File: config.mk
export PLATFORM = sky130hd
export DESIGN_NAME = ahb_master_arbiter
export DESIGN_NICKNAME = d
export VERILOG_FILES = /design/src/rtl/ahb_pkg.sv /design/src/rtl/ahb_arb_starve_mon.sv /design/src/rtl/ahb_master_arbiter.sv
export SDC_FILE = /design/constraint.sdc
export NUM_CORES = 1
export LEC_CHECK = 0
export ABC_AREA = 0
export CAP_MARGIN = 0
export CORE_AREA = 10 10 125 127
export CTS_CLUSTER_DIAMETER = 40
export DETAILED_ROUTE_END_ITERATION = 12
export DIE_AREA = 0 0 135 137
export PLACE_DENSITY = 0.68
export SETUP_SLACK_MARGIN = 0.1
export SLEW_MARGIN = 20
export SYNTH_ARGS = -nofsm -noshare
export SYNTH_HDL_FRONTEND = slang
export SYNTH_HIERARCHICAL = 1
export SYNTH_SLANG_ARGS = --single-unit
File: constraint.sdc
create_clock -name HCLK -period 4.2 [get_ports HCLK]
set_input_delay 0.84 -clock HCLK [delete_from_list [all_inputs] [get_ports HCLK]]
set_output_delay 0.84 -clock HCLK [all_outputs]
set_load 0.02 [all_outputs]
File: src/rtl/ahb_pkg.sv
// Shared AHB-Lite encodings used by the two-master arbiter and its testbench.
package ahb_pkg;

  typedef enum logic [1:0] {
    HTRANS_IDLE   = 2'b00,
    HTRANS_BUSY   = 2'b01,
    HTRANS_NONSEQ = 2'b10,
    HTRANS_SEQ    = 2'b11
  } htrans_e;

  typedef enum logic {
    HRESP_OKAY  = 1'b0,
    HRESP_ERROR = 1'b1
  } hresp_e;

  typedef enum logic [2:0] {
    HBURST_SINGLE = 3'b000,
    HBURST_INCR   = 3'b001,
    HBURST_WRAP4  = 3'b010,
    HBURST_INCR4  = 3'b011,
    HBURST_WRAP8  = 3'b100,
    HBURST_INCR8  = 3'b101,
    HBURST_WRAP16 = 3'b110,
    HBURST_INCR16 = 3'b111
  } hburst_e;

  // NONSEQ and SEQ both carry a real transfer; IDLE and BUSY do not.
  function automatic logic is_request(input logic [1:0] trans);
    return trans[1];
  endfunction

endpackage

File: src/rtl/ahb_arb_starve_mon.sv
// Per-master starvation monitor: saturating stall counter plus a sticky flag
// that software clears; a new crossing of the limit beats a coincident clear.
module ahb_arb_starve_mon #(
  parameter int unsigned STARVE_LIMIT = 256
) (
  input  logic clk,
  input  logic rst_n,
  input  logic stall,
  input  logic grant,
  input  logic clear,
  output logic starve
);

  localparam int CW = $clog2(STARVE_LIMIT + 1);
  localparam logic [CW-1:0] LIMIT = CW'(STARVE_LIMIT);

  logic [CW-1:0] cnt_q, cnt_d;
  logic          starve_q, starve_d;
  logic          set_flag;

  // The flag sets on the cycle the counter steps onto the limit.
  assign set_flag = stall && !grant && (cnt_q == LIMIT - CW'(1));

  // NOTE: every always_comb output gets a default first so no path can infer a latch.
  always_comb begin
    cnt_d    = cnt_q;
    starve_d = starve_q;
    if (grant) begin
      cnt_d = '0;
    end else if (stall && (cnt_q != LIMIT)) begin
      cnt_d = cnt_q + CW'(1);
    end
    if (set_flag) begin
      starve_d = 1'b1;
    end else if (clear) begin
      starve_d = 1'b0;
    end
  end

  // NOTE: state registers use non-blocking assignments so all flops update together.
  always_ff @(posedge clk or negedge rst_n) begin
    if (!rst_n) begin
      cnt_q    <= '0;
      starve_q <= 1'b0;
    end else begin
      cnt_q    <= cnt_d;
      starve_q <= starve_d;
    end
  end

  assign starve = starve_q;

endmodule

File: src/rtl/ahb_master_arbiter.sv
// Two-master AHB-Lite arbiter: non-preemptive handover at transfer boundaries,
// separate address/data-phase ownership, per-master stall steering and starve flags.
module ahb_master_arbiter
  import ahb_pkg::*;
#(
  parameter int unsigned DATA_WIDTH     = 32,
  parameter int unsigned ADDR_WIDTH     = 32,
  parameter int unsigned DEFAULT_MASTER = 0,
  parameter int unsigned STARVE_LIMIT   = 256
) (
  input  logic                  HCLK,
  input  logic                  HRESETn,
  input  logic [ADDR_WIDTH-1:0] S0_HADDR,
  input  logic                  S0_HWRITE,
  input  logic [2:0]            S0_HSIZE,
  input  logic [2:0]            S0_HBURST,
  input  logic [3:0]            S0_HPROT,
  input  logic [1:0]            S0_HTRANS,
  input  logic                  S0_HMASTLOCK,
  input  logic [DATA_WIDTH-1:0] S0_HWDATA,
  output logic                  S0_HREADY,
  output logic                  S0_HRESP,
  output logic [DATA_WIDTH-1:0] S0_HRDATA,
  input  logic [ADDR_WIDTH-1:0] S1_HADDR,
  input  logic                  S1_HWRITE,
  input  logic [2:0]            S1_HSIZE,
  input  logic [2:0]            S1_HBURST,
  input  logic [3:0]            S1_HPROT,
  input  logic [1:0]            S1_HTRANS,
  input  logic                  S1_HMASTLOCK,
  input  logic [DATA_WIDTH-1:0] S1_HWDATA,
  output logic                  S1_HREADY,
  output logic                  S1_HRESP,
  output logic [DATA_WIDTH-1:0] S1_HRDATA,
  output logic                  M_HSEL,
  output logic [ADDR_WIDTH-1:0] M_HADDR,
  output logic                  M_HWRITE,
  output logic [2:0]            M_HSIZE,
  output logic [2:0]            M_HBURST,
  output logic [3:0]            M_HPROT,
  output logic [1:0]            M_HTRANS,
  output logic                  M_HMASTLOCK,
  output logic [DATA_WIDTH-1:0] M_HWDATA,
  input  logic                  M_HREADY,
  input  logic                  M_HRESP,
  input  logic [DATA_WIDTH-1:0] M_HRDATA,
  output logic                  M_HMASTER,
  output logic [1:0]            STARVE,
  input  logic [1:0]            CLR_STARVE
);

  localparam logic DEF_OWNER = 1'(DEFAULT_MASTER);

  logic       addr_owner_q, addr_owner_d;
  logic       data_valid_q, data_valid_d;
  logic       data_owner_q, data_owner_d;
  logic [1:0] req, granted, dphase, stall;
  logic [1:0] hready, hresp;
  logic       owner_yields;

  // Address-phase signals follow the address owner with no added latency.
  assign M_HADDR     = addr_owner_q ? S1_HADDR     : S0_HADDR;
  assign M_HWRITE    = addr_owner_q ? S1_HWRITE    : S0_HWRITE;
  assign M_HSIZE     = addr_owner_q ? S1_HSIZE     : S0_HSIZE;
  assign M_HBURST    = addr_owner_q ? S1_HBURST    : S0_HBURST;
  assign M_HPROT     = addr_owner_q ? S1_HPROT     : S0_HPROT;
  assign M_HTRANS    = addr_owner_q ? S1_HTRANS    : S0_HTRANS;
  assign M_HMASTLOCK = addr_owner_q ? S1_HMASTLOCK : S0_HMASTLOCK;
  assign M_HSEL      = is_request(M_HTRANS);
  assign M_HWDATA    = data_owner_q ? S1_HWDATA : S0_HWDATA;
  assign M_HMASTER   = addr_owner_q;

  assign S0_HRDATA = M_HRDATA;
  assign S1_HRDATA = M_HRDATA;

  assign req     = {is_request(S1_HTRANS), is_request(S0_HTRANS)};
  assign granted = {addr_owner_q, ~addr_owner_q};
  assign dphase  = {data_valid_q & data_owner_q, data_valid_q & ~data_owner_q};
  assign stall   = req & ~granted & ~dphase;

  // Only an unlocked IDLE owner gives up the bus; SEQ/BUSY/NONSEQ never do.
  assign owner_yields = (M_HTRANS == HTRANS_IDLE) && !M_HMASTLOCK;

  always_comb begin
    addr_owner_d = addr_owner_q;
    data_valid_d = data_valid_q;
    data_owner_d = data_owner_q;
    if (M_HREADY) begin
      if (owner_yields && (addr_owner_q ? req[0] : req[1])) begin
        addr_owner_d = ~addr_owner_q;
      end
      data_valid_d = M_HSEL;
      data_owner_d = addr_owner_q;
    end
  end

  always_ff @(posedge HCLK or negedge HRESETn) begin
    if (!HRESETn) begin
      addr_owner_q <= DEF_OWNER;
      data_valid_q <= 1'b0;
      data_owner_q <= DEF_OWNER;
    end else begin
      addr_owner_q <= addr_owner_d;
      data_valid_q <= data_valid_d;
      data_owner_q <= data_owner_d;
    end
  end

  // Owners and data-phase holders see the bus response; stalled masters are held.
  always_comb begin
    hready = 2'b11;
    hresp  = {HRESP_OKAY, HRESP_OKAY};
    for (int n = 0; n < 2; n++) begin
      if (granted[n] || dphase[n]) begin
        hready[n] = M_HREADY;
        hresp[n]  = M_HRESP;
      end else begin
        hready[n] = ~stall[n];
      end
    end
  end

  assign S0_HREADY = hready[0];
  assign S0_HRESP  = hresp[0];
  assign S1_HREADY = hready[1];
  assign S1_HRESP  = hresp[1];

  for (genvar n = 0; n < 2; n++) begin : g_starve
    ahb_arb_starve_mon #(
      .STARVE_LIMIT(STARVE_LIMIT)
    ) u_starve_mon (
      .clk   (HCLK),
      .rst_n (HRESETn),
      .stall (stall[n]),
      .grant (granted[n]),
      .clear (CLR_STARVE[n]),
      .starve(STARVE[n])
    );
  end

endmodule

==> run_1/pdn.png <==
Drawn at 3 px/um. Pins as bars on the die edge.
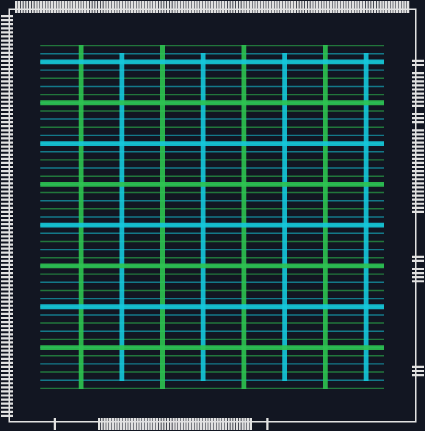
- cyan: VDD
- green: VSS
- signal pins: 344
- met1 rails: 43
- met4 straps: 8
- rows: 42
- met5 straps: 8
core area: 13100 um2
Die Ht: 137 um

==> run_1/cell_classes.png <==
Drawn at 2 px/um. Fill, decap, tap and diode cells in grey.
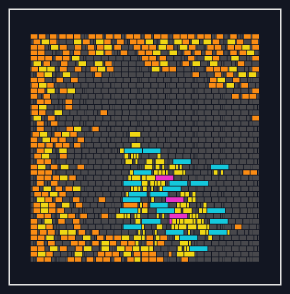
- yellow: all other logic (cells 188)
- orange: other buffers and delay cells (cells 249)
- magenta: clock drivers and dummy loads (cells 4)
- cyan: flip-flops (cells 23)
Row Count: 42
post-route cell area: 4950 um2
fraction of area in registers: 11.6%
Finished Core Util: 37.8%

==> run_1/clock_map.png <==
Drawn at 4 px/um.
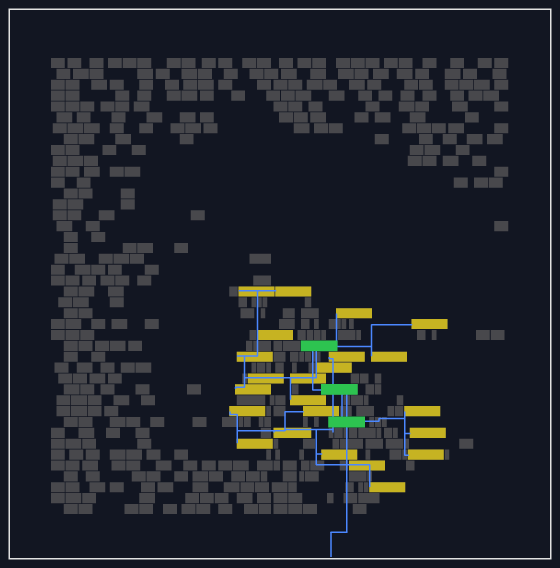
- yellow: flip-flops (count 23)
- green: cells driving clock nets (count 3)
- blue: clock wires (length 318 um)
- routed clock nets: 4

==> run_1/metal_stack.png <==
Drawn at 3 px/um. Two of the layers only.
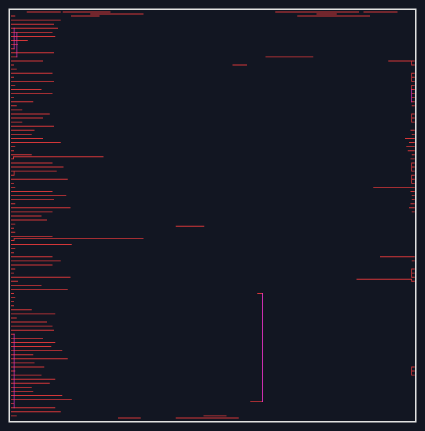
- magenta: met4 (wire length 79.6 um)
- red: met3 (wire length 1240 um)
Routed WL: 13900 um
WL/cell: 21.7 um
gr usage total: 13.7%

==> summary.txt, run 1 <==
Clock sink count - 23
Final cell count without fillers - 641
Clk latency late pin - 0.25 ns
Worst setup SP type - input port
Synth cell types - 31
Mean area per synthesized cell - 9.53 um2
Nets@finish - 665
Sw Ratio - 32.6%
Post-CTS Setup Inserts - 0
R2R setup slack - 1.99 ns
Leakage power - 1.85 nW
Die area - 18500 um2
Power share of the clock group - 19.2%
Largest net degree at the start of global routing - 40
Highest-delay cell along the critical path - clkdlybuf4s50_1
Status - finished, final reports clean
CP Buf/Inv Count - 2
Placed Instances - 636
GPL Wtd Cong - 0.824
Xor+xnor area frac - 1.27%
Commonest Layout Cell - clkdlybuf4s50_1
Total power - 1.07 mW
Grt total ovfl - 0
Vias in the first global route - 2975
Cell type with the largest total area - mux2_2
DP HPWL - 12300 um
VDD IR max - 0.146 mV
Total tool warning count - 28
Clock transition at path regs - 0.06 ns
Final hold slack - 0.533 ns
Worst setup startpoint - S0_HTRANS[1]
Slowest cell delay on critical path - 0.64 ns
Root buf cell - clkbuf_16
Initial antenna violation count - 1
Worst Hold Class - flop to flop
Reg2reg start - M_HMASTER$_DFFE_PN0P_
Final WS setup - 1.09 ns
Resize count post-CTS - 0
Fmax - 0.321 GHz
P_int - 718 uW
CTS Buf Count - 3
DP Worst Slack - 1.08 ns
Iter 0 DRT Violations - 96
Area growth, synth to finish - 79.3%
Pwr dens - 215 nW/um2
[run 1: logic make-up after synthesis]
kind of cell | count (synthesis)
buffers and inverters | 92
muxes | 84
and+or+nand+nor | 52
AOI/OAI and AO/OA | 29
DFF | 23
adders and majority gates | 6
xor gates and xnor gates | 4
[run 1: power by group through the flow]
stage	clock network, mW	registers, mW	logic [mW]
3_3_place_gp	0	0.287	0.567
3_5_place_dp	0	0.289	0.579
5_1_grt	0.222	0.290	0.612
4_1_cts	0.213	0.286	0.584
2_1_floorplan	0	0.278	0.357
6_report	0.205	0.286	0.575
[run 1: worst reg2reg max path: cells and delay by family, from the launching register on]
| family | cells | cell delay (ns) |
|---|---|---|
| and+or+nand+nor | 3 | 1.03 |
| DFF | 1 | 0.71 |
| AOI/OAI and AO/OA | 2 | 0.39 |
[run 1: cells in the mapped netlist (3+ instances only)]
cell,count
a21oi_1,9
buf_2,3
buf_4,66
buf_6,8
dfrtp_1,23
ha_1,6
inv_1,12
mux2_2,79
mux2i_1,3
nand2_1,12
nand2b_1,4
nand4_1,8
nor2_1,14
o21ai_0,5
o21ai_1,4
or3_1,6
xor2_1,4
[run 1: layout make-up]
cell class / instances / area [um2]
inverters: 13 / 48.8
clock buffers: 4 / 78.8
flip-flops and latches: 23 / 577
fillers: 1295 / 8130
repair buffers: 249 / 2490
well taps: 176 / 220
diodes: 1 / 2.50
multi-input cells: 175 / 1530
[run 1: routing by layer]
metal	track usage (%)	up-vias	share of wire (%)
li1	-	1301	-
met3	6.12	10	8.9
met5	0	-	0
met4	2.09	0	0.57
met1	15.5	1255	39
met2	23.6	156	51
[run 1: flip-flops by register name (all words and copies together), names as in the netlist]
name and cells:
M_HMASTER 1, data_valid_q 1, data_owner_q 1, g_starve.u_starve_mon/starve 2, g_starve.u_starve_mon/cnt_q 18
==> run 1 -> run 2 <==
Settings changed: PLACE_DENSITY 0.68 to 0.7.
Clock period 4.2 ns to 2.75 ns, I/O delays scaled along.
==> run_2/cell_classes.png <==
Drawn at 2 px/um. Fill, decap, tap and diode cells in grey.
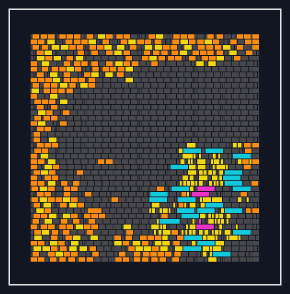
- yellow: all other logic (cells 188)
- orange: other buffers and delay cells (cells 252)
- magenta: clock drivers and dummy loads (cells 4)
- cyan: flip-flops (cells 23)
Finished Core Util: 38.1%
post-route cell area: 4980 um2
fraction of area in registers: 11.6%

==> run 2 against run 1 <==
Effect of this change:
- clock power increased by 52%
- area after synthesis unchanged
- clock-buffer cell count unchanged
- register-to-register slack worse by 1.3 ns
- sequential share of layout area about the same
- worst setup slack worse by 0.92 ns
- critical path depth unchanged
- first-iteration DRC count grew 24%
- wire length decreased by 1.8%
- flip-flop count stayed put
- worst hold slack lost 0.0062 ns
- sequential power rose by 52%
==> summary.txt, run 2 <==
Initial antenna violation count - 0
Max reg flops - 18
Yosys top cell area share - 32.2%
RSZ-0062 raised after global routing - no
Cells after Synth - 290
Hold Violations, Final - 0
Placed Instances - 639
Combinational power - 886 uW
Status - finished, final reports clean
Number of port buffers - 247
Sw Ratio - 32.5%
DP HPWL - 11900 um
Fmax - 0.387 GHz
Gr usage total - 13.4%
Grt total ovfl - 0
Leakage power - 1.87 nW
Root buf cell - clkbuf_16
Most frequent cells in the layout - clkdlybuf4s50_1, mux2_2, dfrtp_1
Area growth, synth to finish - 80.4%
I/O Pins - 344
Die X - 135 um
Top non-seq family - multiplexers
Worst setup SP type - input port
Via count - 2716
Chip area line of the yosys report - 2760 um2
Post-CTS Setup Inserts - 0
Setup Skew - 0.00209 ns
Diode count - 0
CTS Buf Count - 3
Clock sink count - 23
Slew at the pin with the worst max-slew slack - 0.487 ns
Die Ht - 137 um
Clock transition at path regs - 0.06 ns
Flops after synth - 23
Power share of the clock group - 19.1%
Final cell count without fillers - 643
Layout cells sized above 1 - 20.3%
Fin crit share - 94.0%
Pins Over Slew Limit - 0
GPL Wtd Cong - 0.814
Iter 0 DRT Violations - 119
Cell Area, Synth - 2760 um2
Synth cell types - 31
First-pass GRT wire length - 19300 um
Routed WL - 13600 um
Total power - 1.63 mW
Placed instance area - 4900 um2
Row Count - 42
Fillers - 1290
Top cells by count - mux2_2, buf_4, dfrtp_1, nor2_1
Resize count post-CTS - 0
Setup crit end kind - primary output
Via density - 4.22
CP required - 2.20 ns
EDFF count, synth - 0
Nets@finish - 668
Mean area per synthesized cell - 9.53 um2
Final hold slack - 0.527 ns
Gate power share - 54.3%
Nets at Floorplan - 490
Die area - 18500 um2
Vias in the first global route - 3064
WL/cell - 21.2 um
Cell type with the largest total area - mux2_2
DRC Markers - 0
Clk pwr - 312 uW
# Cells Yosys - 290
Number of nets with antenna violations after routing - 0
Total tool warning count - 28
VDD IR max - 0.275 mV
Commonest Layout Cell - clkdlybuf4s50_1
P_int - 1.10 mW
Xor+xnor area frac - 1.27%
Largest net degree at the start of global routing - 36
Largest Register - g_starve.u_starve_mon/cnt_q
Slew HR - 67.4%
Most common cell in the netlist - mux2_2
Core area - 13100 um2
Pwr dens - 328 nW/um2
H-tree Lvls - 1
Crit-path max FO - 4
R2R setup slack - 0.71 ns
Switching power - 531 uW
Sequential power - 434 uW
Top pwr grp - combinational logic
Worst Hold Class - flop to flop
Asr flop ratio synth - 100%
Clk latency late pin - 0.25 ns
Reg power frac - 26.6%
==> run_2/clock_map.png <==
Drawn at 4 px/um.
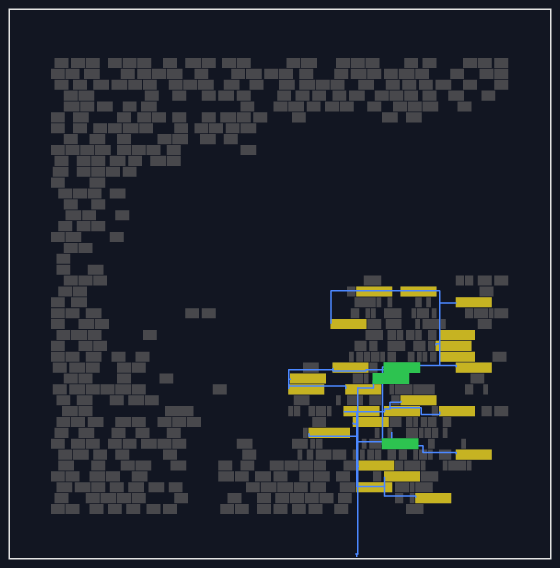
- yellow: flip-flops (count 23)
- blue: clock wires (length 305 um)
- green: cells driving clock nets (count 3)
- routed clock nets: 4

==> run 2: cell counts after synthesis <==
No cell type changed its count.
==> run 2: critical path: stages <==
cell,delay (ns)
clkdlybuf4s50_1,0.55
mux2_2,0.28
clkdlybuf4s50_1,0.65
==> run 2: path summary, 6_finish.rpt <==
| path | start | endpoint | depth (start not counted) |
|---|---|---|---|
| min in group asynchronous | HRESETn | g_starve[0].u_starve_mon/cnt_q[7]$_DFFE_PN0P_ | 2 |
| worst max-delay path | S1_HTRANS[1] | M_HSEL | 3 |
| worst max register to register | M_HMASTER$_DFFE_PN0P_ | g_starve[0].u_starve_mon/cnt_q[5]$_DFFE_PN0P_ | 5 |
| max in group asynchronous | HRESETn | M_HMASTER$_DFFE_PN0P_ | 2 |
| worst min register to register | g_starve[1].u_starve_mon/starve$_DFFE_PN0P_ | g_starve[1].u_starve_mon/starve$_DFFE_PN0P_ | 2 |
| worst min-delay path | g_starve[1].u_starve_mon/starve$_DFFE_PN0P_ | g_starve[1].u_starve_mon/starve$_DFFE_PN0P_ | 2 |
==> run 2: final cells by class <==
class | count | area (um2) | share of cell area, %
flip-flops and latches | 23 | 579 | 11.6
well taps | 176 | 220 | 4.42
repair buffers | 252 | 2530 | 50.7
inverters | 13 | 48.8 | 0.979
clock buffers | 4 | 78.8 | 1.58
multi-input cells | 175 | 1530 | 30.7
==> run 2: per-layer routing <==
layer	GRT usage, %	vias up	share of wire, %
li1	-	1299	-
met1	14.3	1251	36
met2	23.5	155	52
met3	7.22	11	12
met4	1.97	0	0.63
met5	0	-	0
==> run 2: stage by stage <==
stage | utilization [%] | worst slack (ns)
detailed placement | 37.4 | 0.153
finish | 38.1 | 0.164
global placement | 37.4 | 0.178
global route | 38.1 | 0.105
floorplan | - | 0.779
CTS | 38.0 | 0.106
No activity file was given, so power comes from the tool's default toggle rates.
